$ cat config.mk
export PLATFORM = sky130hd
export DESIGN_NAME = seq_det_prog
export DESIGN_NICKNAME = d
export VERILOG_FILES = /design/src/rtl/seq_det_pkg.sv /design/src/rtl/seq_det_sat_cnt.sv /design/src/rtl/seq_det_prog.sv
export SDC_FILE = /design/constraint.sdc
export NUM_CORES = 1
export LEC_CHECK = 0
export ABC_AREA = 1
export CAP_MARGIN = 25
export CELL_PAD_IN_SITES_DETAIL_PLACEMENT = 1
export CELL_PAD_IN_SITES_GLOBAL_PLACEMENT = 1
export CORE_MARGIN = 10
export CORE_UTILIZATION = 38
export CTS_CLUSTER_DIAMETER = 150
export CTS_CLUSTER_SIZE = 24
export DETAILED_ROUTE_END_ITERATION = 6
export PLACE_DENSITY = 0.82
export SLEW_MARGIN = 0
export SYNTH_ARGS = -nofsm -noshare
export SYNTH_HDL_FRONTEND = slang
export SYNTH_SLANG_ARGS = --single-unit
$ cat constraint.sdc
create_clock -name clk -period 2.2 [get_ports clk]
set_input_delay 0.44 -clock clk [delete_from_list [all_inputs] [get_ports clk]]
set_output_delay 0.44 -clock clk [all_outputs]
set_load 0.005 [all_outputs]
$ cat src/rtl/seq_det_pkg.sv
// seq_det_pkg: shared FSM encoding, default geometry/pattern and width helper for seq_det_prog
package seq_det_pkg;
  typedef enum logic [1:0] {IDLE, FILL, HUNT} state_t;
  localparam int PAT_W_MAX = 32;
  localparam int DEF_PAT_W = 8;
  localparam logic [PAT_W_MAX-1:0] DEF_RST_PAT = 32'h5A;
  localparam int DEF_RST_LEN = 7;
  function automatic int len_w(input int pat_w);
    return $clog2(pat_w + 1);
  endfunction
endpackage

$ cat src/rtl/seq_det_sat_cnt.sv
// seq_det_sat_cnt: saturating counter, clear takes effect before a same-cycle increment
module seq_det_sat_cnt #(
  parameter int W = 16
) (
  input  logic         clk,
  input  logic         rst,
  input  logic         clr,
  input  logic         inc,
  output logic [W-1:0] cnt
);
  always_ff @(posedge clk) begin
    if (rst) cnt <= '0;
    else if (clr) cnt <= W'(inc);
    else if (inc && !(&cnt)) cnt <= cnt + W'(1);
  end
endmodule

$ cat src/rtl/seq_det_prog.sv
// seq_det_prog: programmable serial pattern detector with registered match pulse and hit counter
module seq_det_prog
  import seq_det_pkg::*;
#(
  parameter int               PAT_W   = DEF_PAT_W,
  parameter int               CNT_W   = 16,
  parameter logic [PAT_W-1:0] RST_PAT = PAT_W'(DEF_RST_PAT),
  parameter int               RST_LEN = DEF_RST_LEN,
  parameter logic             RST_OVL = 1'b1,
  localparam int              LEN_W   = len_w(PAT_W)
) (
  input  logic             clk,
  input  logic             rst,
  input  logic             en,
  input  logic             in_vld,
  input  logic             in_bit,
  input  logic             cfg_wr,
  input  logic [PAT_W-1:0] cfg_pat,
  input  logic [LEN_W-1:0] cfg_len,
  input  logic             cfg_ovl,
  input  logic             cnt_clr,
  output logic             match,
  output logic [CNT_W-1:0] match_cnt,
  output logic             cfg_err
);
  logic [PAT_W-1:0] pat, hist, hist_n, mask;
  logic [LEN_W-1:0] len, fill, fill_n;
  logic ovl, acc, legal, load, hit;
  state_t state, state_n;
  always_comb begin
    acc = en & in_vld & ~cfg_wr;
    legal = cfg_len != '0 && cfg_len <= LEN_W'(PAT_W);
    load = cfg_wr & legal;
    hist_n = {hist[PAT_W-2:0], in_bit};
    for (int i = 0; i < PAT_W; i++) mask[i] = i < int'(len);
    hit = acc && fill >= len - LEN_W'(1) && ((hist_n ^ pat) & mask) == '0;
    fill_n = (hit && !ovl) ? '0 : (fill == LEN_W'(PAT_W)) ? fill : fill + LEN_W'(1);
    state_n = !en ? IDLE
            : (load || state == IDLE || (hit && !ovl)) ? FILL
            : (acc && fill >= len - LEN_W'(1)) ? HUNT : state;
  end
  always_ff @(posedge clk) begin
    if (rst) begin
      pat <= RST_PAT;
      len <= LEN_W'(RST_LEN);
      ovl <= RST_OVL;
      hist <= '0;
      fill <= '0;
      state <= IDLE;
      match <= 1'b0;
      cfg_err <= 1'b0;
    end else begin
      state <= state_n;
      match <= hit;
      cfg_err <= cfg_wr & ~legal;
      if (load) begin
        pat <= cfg_pat;
        len <= cfg_len;
        ovl <= cfg_ovl;
      end
      if (!en || load) begin
        hist <= '0;
        fill <= '0;
      end else if (acc) begin
        hist <= hist_n;
        fill <= fill_n;
      end
    end
  end
  seq_det_sat_cnt #(.W(CNT_W)) u_cnt (
    .clk(clk),
    .rst(rst),
    .clr(cnt_clr),
    .inc(hit),
    .cnt(match_cnt)
  );
endmodule

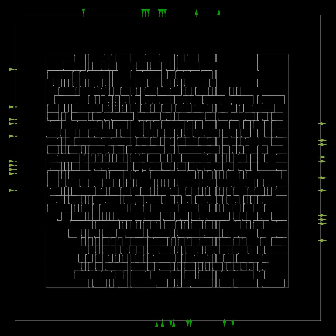
(images/placement.png)
placeable core region: 6030 um2
Seq Cell Count: 42

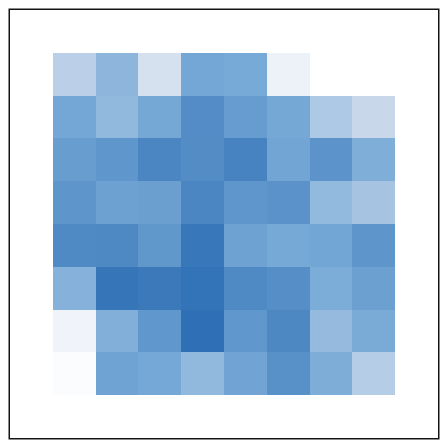
(images/cell_density.png)
10 x 10 tiles, from white (low) to dark blue (high), 0 to 100% covered.
densest ninth of the die = centre
fullest tile = 74%
mean over tiles = 32%
nearly empty tiles = 39%
emptiest ninth of the die = upper right

==> flow_summary.yaml <==
# flow metrics
run_status:
  run_status: "finished, final reports clean"
power:
  power-per-cell-area_nw_per_um2: 493
  power.sequential.fraction_pct: 50.0
  power.internal_w: 0.00115
  pwr-share-clk_pct: 34.2
  power.switching_w: 0.000445
critical_path:
  timing.critical_path.from_type: "flip-flop"
  cp_arrival_ps: 2410
  critPathMaxFanout: 5
  critical-path-top-delay-family: "simple AND/OR/NAND/NOR gates"
  timing.critical_path.buf_inv: 2
  worst-endpoint-required_ps: 2450
  path_cells: "inv_4, ha_4, xnor2_2, ha_1, nand2_2, nor2_1, nor2_2, nor2_4, buf_4, nand3_2, o21ai_2, nand2_1, nor2_1"
  crit_path_frequent_cell: "nor2_1"
die:
  die-height_um: 99.7
  ioPinCount: 38
  core.rowCount: 28
final_timing:
  fin_crit_sh_pct: 98.0
  timing.hold.ws_ps: 475
  setup_viol: 0
  finalWorstPathRequiredPeriod_ps: 2160
  slew_of_the_pin_with_the_lowest_slew_margin_ps: 445
  slew-limit-headroom_pct: 70.3
  fmaxAchievable_mhz: 464
  finalClockSkew_ps: 6.77
grt:
  grt_max_degree: 18
  antenna_found_initial: 0
  grt_util_all_layers_pct: 15.7
  grt.met1_usage_pct: 16.0
  grt.overflow.total: 0
  wire_length_of_the_first_global_routing_pass_um: 12900
clock_network:
  clock_latency_ps: 310
  root_buffer: "clkbuf_8"
  holdBufCountCts: 0
  post-cts-setup-buffer-count: 0
  path_clk_slew_ps: 90
synthesis:
  ys_seq_share_pct: 34.8
  yosysCellCount: 356
  synth_warnings: 0
  yosysChipArea_um2: 2410
  post-synth-top-area-fraction_pct: 34.8
  top_cells_by_count: "100 x nand2_1, 47 x inv_1, 42 x dfxtp_1"
  post-synth-top-area-cell: "dfxtp_1"
  edf_count: 0
  synth.net_count: 386
route:
  viasPerCell: 5.16
  drcViolationCount: 0
  drt_pre_antenna_iters: 4
  routed-wl-met3_um: 307
  ant_nets: 0
  maxUsedRoutingLayer: "met4"
min_path:
  min_path_type: "reg -> reg"
placement:
  portBuffers: 37
  place_hpwl_um: 5770
  routabilityCongestion: 0.831
cells_and_area:
  diodes: 0
  layout.cells.most_common_list: "93 x nand2_1, 44 x inv_1, 39 x dfxtp_1"
  area_growth_syn_to_layout_pct: 34.2
  layout-drive-gt1-share_pct: 16.7
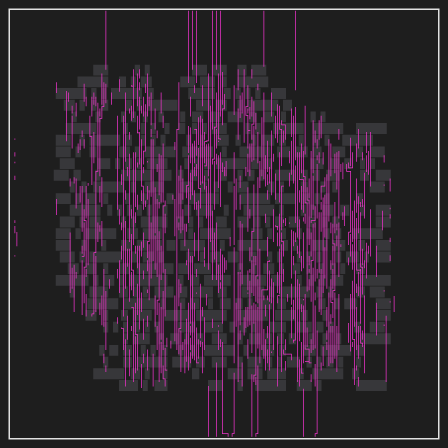
(images/layer_met2.png)
main direction = vertical
share of all routed wire = 54%
longest straight run = 51.3 um
wire length on this layer = 4200 um
nets with wire on the layer = 396

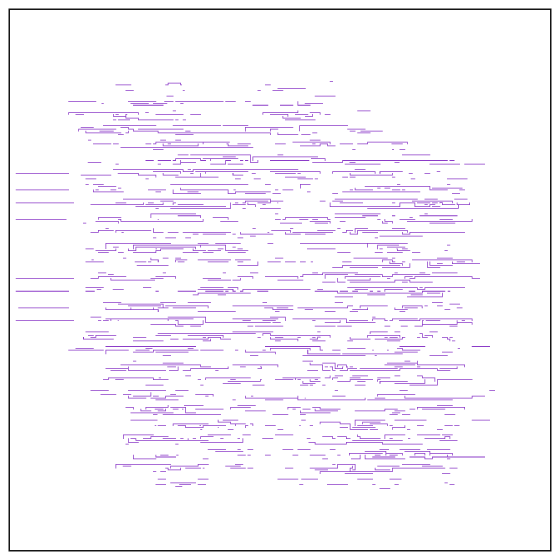
(images/layer_met1.png)
wire length on this layer = 3200 um
share of all routed wire = 41%
longest straight run = 27.1 um
nets with wire on the layer = 412

[metrics by stage]
step                instances  util [%]  TNS, ps  instance area, um2  total power, W
CTS                       486      51.2        0                3090         0.00157
finish                    494      53.7        0                3240         0.00159
global route              494      53.7     -364                3240         0.00167
detailed placement        478      49.3     -311                2970         0.00103
global placement          478      49.3        0                2970         0.00102
floorplan                 356         -        0                2410        0.000927
[worst paths after layout]
| check | start | end | slack (ps) | cells past startpoint |
|---|---|---|---|---|
| worst max-delay path | len[1] | u_cnt.cnt[7] | 40 | 13 |
| worst min-delay path | pat[5] | pat[5] | 480 | 2 |
| worst max register to register | len[1] | u_cnt.cnt[7] | 40 | 13 |
| worst min register to register | pat[5] | pat[5] | 480 | 2 |
[area by class of cell]
type,count,area (um2)
clock inverters,1,5.00
multi-input cells,255,1440
repair buffers,63,569
inverters,51,196
clock buffers,7,86.3
flip-flops and latches,42,845
well taps,75,93.8
fillers,783,2790
[flip-flops by register name (all words and copies together), names as in the netlist]
register and cells:
u_cnt.cnt 16, pat 8, hist 7, fill 4
len 4, cfg_err 1, match 1, ovl 1
[cell families (layout without fill, tap and decap cells)]
group                    count (synthesis)  in the layout  synth area share, %
flip-flops                              42             42                 34.8
adder cells (fa/ha/maj)                 10             10                 5.18
XOR/XNOR                                16             16                 5.81
buffers and inverters                   60            122                 9.90
AND-OR/OR-AND                           49             49                 11.2
AND/OR/NAND/NOR                        179            180                 33.1
[power groups by stage]
stage	combinational, W	clock [W]	sequential, W
2_1_floorplan	0.000115	0	0.000812
3_3_place_gp	0.000209	0	0.000812
3_5_place_dp	0.000219	0	0.000813
4_1_cts	0.000224	0.000555	0.000796
5_1_grt	0.000279	0.000591	0.000801
6_report	0.000251	0.000546	0.000798
Power is estimated from default activity; no workload was simulated.
